<file path="config.mk">
export PLATFORM = sky130hd
export DESIGN_NAME = sample_capture
export DESIGN_NICKNAME = d
export VERILOG_FILES = /design/src/rtl/sample_capture.sv
export SDC_FILE = /design/constraint.sdc
export NUM_CORES = 2
export LEC_CHECK = 0
export ABC_AREA = 1
export CAP_MARGIN = 20
export CORE_MARGIN = 5
export CORE_UTILIZATION = 45
export DETAILED_ROUTE_END_ITERATION = 10
export GPL_ROUTABILITY_DRIVEN = 0
export PLACE_DENSITY = 0.7
export REMOVE_ABC_BUFFERS = 1
export SLEW_MARGIN = 20
export SYNTH_ARGS = -nofsm -noshare
export SYNTH_HDL_FRONTEND = slang
export SYNTH_SLANG_ARGS = --single-unit
</file>
<file path="constraint.sdc">
create_clock -name i_clk -period 5.3 [get_ports i_clk]
set_input_delay 1.325 -clock i_clk [delete_from_list [all_inputs] [get_ports i_clk]]
set_output_delay 1.325 -clock i_clk [all_outputs]
set_load 0.005 [all_outputs]
</file>
<file path="src/rtl/sample_capture.sv">
// Triggered sample recorder: captures prescaled probe samples into a
// non-wrapping memory, then streams them out over valid/ready.
module sample_capture #(
    parameter int WIDTH      = 8,
    parameter int DEPTH      = 256,
    parameter int PRESCALE_W = 16
) (
    input  logic                    i_clk,
    input  logic                    i_rst,
    input  logic [WIDTH-1:0]        i_data,
    input  logic                    i_run,
    input  logic [PRESCALE_W-1:0]   i_prescale,
    input  logic                    i_rd_ready,
    output logic [WIDTH-1:0]        o_rd_data,
    output logic                    o_rd_valid,
    output logic                    o_rd_last,
    output logic [$clog2(DEPTH):0]  o_count,
    output logic                    o_full,
    output logic                    o_busy
);

    localparam int AW = $clog2(DEPTH);
    localparam int CW = AW + 1;
    localparam logic [CW-1:0] DEPTH_C = CW'(DEPTH);

    typedef enum logic [1:0] {
        IDLE    = 2'd0,
        CAPTURE = 2'd1,
        READOUT = 2'd2
    } state_t;

    state_t state;
    state_t state_nxt;

    logic                  run_q;
    logic [PRESCALE_W-1:0] pre;
    logic [PRESCALE_W-1:0] pcnt;
    logic [AW-1:0]         wptr;
    logic [CW-1:0]         rptr;
    logic [WIDTH-1:0]      mem [DEPTH];

    logic run_start;
    logic start;
    logic tick;
    logic we;
    logic xfer;
    logic load;

    assign run_start = i_run & ~run_q;

    always_ff @(posedge i_clk) begin
        if (i_rst) begin
            state <= IDLE;
        end else begin
            state <= state_nxt;
        end
    end

    always_comb begin
        state_nxt = state;
        unique case (state)
            IDLE: begin
                if (run_start) state_nxt = CAPTURE;
            end
            CAPTURE: begin
                if (!i_run || o_full) begin
                    state_nxt = (o_count != '0) ? READOUT : IDLE;
                end
            end
            READOUT: begin
                if (xfer && o_rd_last) state_nxt = IDLE;
            end
            default: state_nxt = IDLE;
        endcase
    end

    always_comb begin
        o_busy = (state != IDLE);
        start  = (state == IDLE) && run_start;
        tick   = (pcnt == '0);
        we     = (state == CAPTURE) && tick && i_run && (o_count < DEPTH_C);
        xfer   = o_rd_valid && i_rd_ready;
        // refill the output register when it is empty or being drained
        load   = (state == READOUT) && (!o_rd_valid || xfer) && (rptr < o_count);
    end

    always_ff @(posedge i_clk) begin
        if (i_rst) begin
            run_q      <= 1'b0;
            pre        <= '0;
            pcnt       <= '0;
            wptr       <= '0;
            rptr       <= '0;
            o_count    <= '0;
            o_full     <= 1'b0;
            o_rd_data  <= '0;
            o_rd_valid <= 1'b0;
            o_rd_last  <= 1'b0;
        end else begin
            run_q <= i_run;
            if (start) begin
                wptr    <= '0;
                rptr    <= '0;
                o_count <= '0;
                o_full  <= 1'b0;
                pcnt    <= '0;
                pre     <= i_prescale;
            end
            if (state == CAPTURE) begin
                pcnt <= (pcnt == pre) ? '0 : pcnt + 1'b1;
            end
            if (we) begin
                wptr    <= wptr + 1'b1;
                o_count <= o_count + 1'b1;
                if (o_count == DEPTH_C - 1'b1) o_full <= 1'b1;
            end
            if (load) begin
                o_rd_data  <= mem[rptr[AW-1:0]];
                o_rd_valid <= 1'b1;
                o_rd_last  <= (rptr == o_count - 1'b1);
                rptr       <= rptr + 1'b1;
            end else if (xfer) begin
                o_rd_valid <= 1'b0;
                o_rd_last  <= 1'b0;
            end
        end
    end

    always_ff @(posedge i_clk) begin
        if (we) mem[wptr] <= i_data;
    end

endmodule

</file>
==> images/congestion.png <==
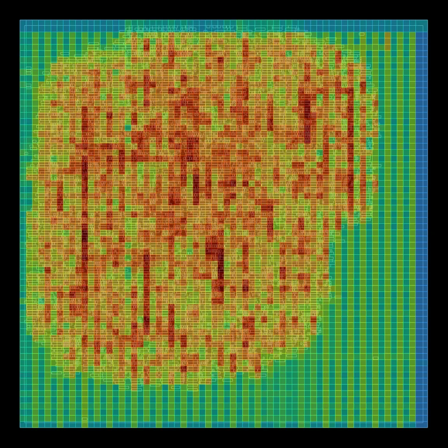
GR peak layer: met2
grt met1 use: 0.306
wire length per cell: 22.0 um

==> images/layer_met2.png <==
Scale: 1 px per um.
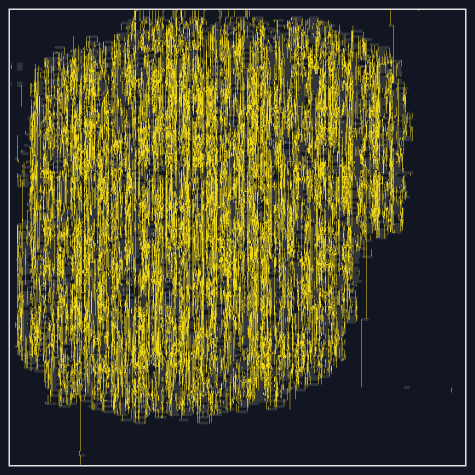
main direction	vertical
wire length on this layer	111 mm

==> results.tsv <==
stage	metric	value	unit
run_status	status	complete, no violations	
global_route	grt_pass1_wl	356000	um
die	core-area	197000	sq um
cts	worstSkewPairLatency	0.85	ns
critical_path	cp_slowest_cell	nand2_2	
critical_path	max_stage_delay	0.56	ns
final_timing	maxSlewViolCount	0	
critical_path	crit_path_end	mem[208][2]$_DFFE_PP_	
critical_path	r2r_end	o_rd_data[3]$_SDFFE_PP0P_	
drt	routed_wl	239000	um
synth	synth.distinct_cells	35	
global_route	antenna_found_initial	3	
final_timing	setup_ws	1.29	ns
synth	synth-seq-cells	2120	
global_route	grt_pass1_vias	58300	
critical_path	crit_type	input port to register	
cts	cts_hold_buf	0	
power_and_ir_drop	power-per-cell-area	336	nW/um^2
final_timing	hold_viol	0	
die	die_width	455	um
place	port_buffers	48	
critical_path	r2r_slack	1.59	ns
flow_run	cap_violations	0	
critical_path	r2r_start	rptr[0]$_SDFFE_PP0P_	
final_timing	fin_skew	0.0322	ns
final_layout	final_cell_area	98400	sq um
critical_path	critPathLaunchType	input port	
final_layout	drive_gt1_frac	0.0515	
cts	cts_buffers	206	
cts	clk_pin_slew	0.06	ns
cts	cts-root-buf	clkbuf_16	
drt	vias	60600	
critical_path	startpoint	i_run	
final_layout	syn_to_final_growth	10.4	%
synth	synth-edff-count	2048	
cts	cts_max_level	4	
synth	syn_area	89100	sq um
synth	netlist_instances	8162	
global_route	grt_max_degree	217	
flow_run	warnings	95	
synth	yosysSeqAreaShare	0.706	
final_timing	period_needed	4.01	ns
drt	first_iter_violations	8053	
place	pre_cts_ws	0.519	ns
cts	cts_resized	0	
cts	cts_setup_buffers	0	
global_route	overflow	0	
critical_path	crit_top_cell	nor2_1	
final_layout	nNetsFinal	8072	
place	placed_area	91900	sq um
synth	avgSynthCellArea	10.9	sq um
critical_path	arrival	4.47	ns
drt	vias_per_cell	5.59	
place	place_hpwl	139000	um
critical_path	cp-end-kind	register	
die	fp-row-count	163	
synth	ys.flop_type	edfxtp_1	
critical_path	reg2reg_depth	14	
## registers in the layout, indices dropped and copies added, names as in the netlist, 2 cells and up
register / cells
o_count: 9
pcnt: 16
wptr: 8
o_rd_data: 8
rptr: 9
state: 2
mem: 2048
pre: 16
## cell type report
class / count / area, sq um
flip-flops and latches: 2120 / 63000
multi-input cells: 5009 / 21800
clock inverters: 124 / 1120
diodes: 4 / 10.0
clock buffers: 257 / 5370
fillers: 16900 / 98800
repair buffers: 147 / 1750
inverters: 540 / 2050
well taps: 2640 / 3300
## layout by cell type (no fill, tap or decap), drive strengths merged, types with 3 or more instances in the layout
cell and n:
nor4 4, diode 4, nor2 1305, o21ai 554
nand3b 3, clkbuf 257, ha 20, xor2 18
clkinv 103, bufinv 13, nand3 998, o211ai 79
clkdlybuf4s50 40, edfxtp 2048, nand2 1786, nand4 13
inv 540, or2 8, nor3 77, o21a 10
xnor2 14, clkinvlp 8, buf 107, dfxtp 72
a21oi 110
## cell usage after synthesis (all sizes together), types with 2 or more instances
library cell / instances / area (sq um)
a211oi: 2 / 15.0
a21oi: 110 / 551
buf: 288 / 1600
clkbuf: 205 / 769
clkinv: 7 / 26.3
dfxtp: 72 / 1440
edfxtp: 2048 / 61500
ha: 20 / 250
inv: 533 / 2000
nand2: 1786 / 6700
nand3: 998 / 4990
nand3b: 3 / 22.5
nand4: 13 / 81.3
nor2: 1305 / 4900
nor3: 77 / 385
nor4: 4 / 25.0
o211ai: 79 / 593
o21a: 10 / 75.1
o21ai: 554 / 2770
o31ai: 2 / 15.0
or2: 8 / 50.1
xnor2: 14 / 123
xor2: 18 / 158
## metrics by stage
stage | instances | util | TNS, ns
2_1_floorplan | 7669 | - | -967.18
3_3_place_gp | 10500 | 0.466 | 0
3_5_place_dp | 10500 | 0.466 | 0
4_1_cts | 10800 | 0.499 | 0
5_1_grt | 10800 | 0.499 | 0
6_report | 10800 | 0.499 | 0
## cells by family after synthesis
family,after synthesis,share of synthesized area
XOR/XNOR,32,0.00315
adder cells (fa/ha/maj),20,0.00281
AND/OR/NAND/NOR,4196,0.193
AND-OR/OR-AND,761,0.0455
buffers and inverters,1033,0.0493
flip-flops,2120,0.706
## per-layer routing
metal  vias to the layer above  track usage  wire, um
met2                      3308        0.363    111000
met3                       562       0.0427     24000
li1                      27600            -         -
met1                     29200        0.306     93100
met5                         -            0         0
met4                         0       0.0955     10700
## power breakdown
| part | total (W) | switching [W] | internal (W) |
|---|---|---|---|
| combinational | 0.000559 | 0.000462 | 0.0000968 |
| clock | 0.0141 | 0.00623 | 0.00784 |
| sequential | 0.0184 | 0.0000120 | 0.0184 |
## critical path, delay by kind of cell
family / cells / cell delay (ns)
and+or+nand+nor: 6 / 2.19
buffers and inverters: 2 / 0.92
Power figures rest on the tool's default switching activity, not on a simulated workload.
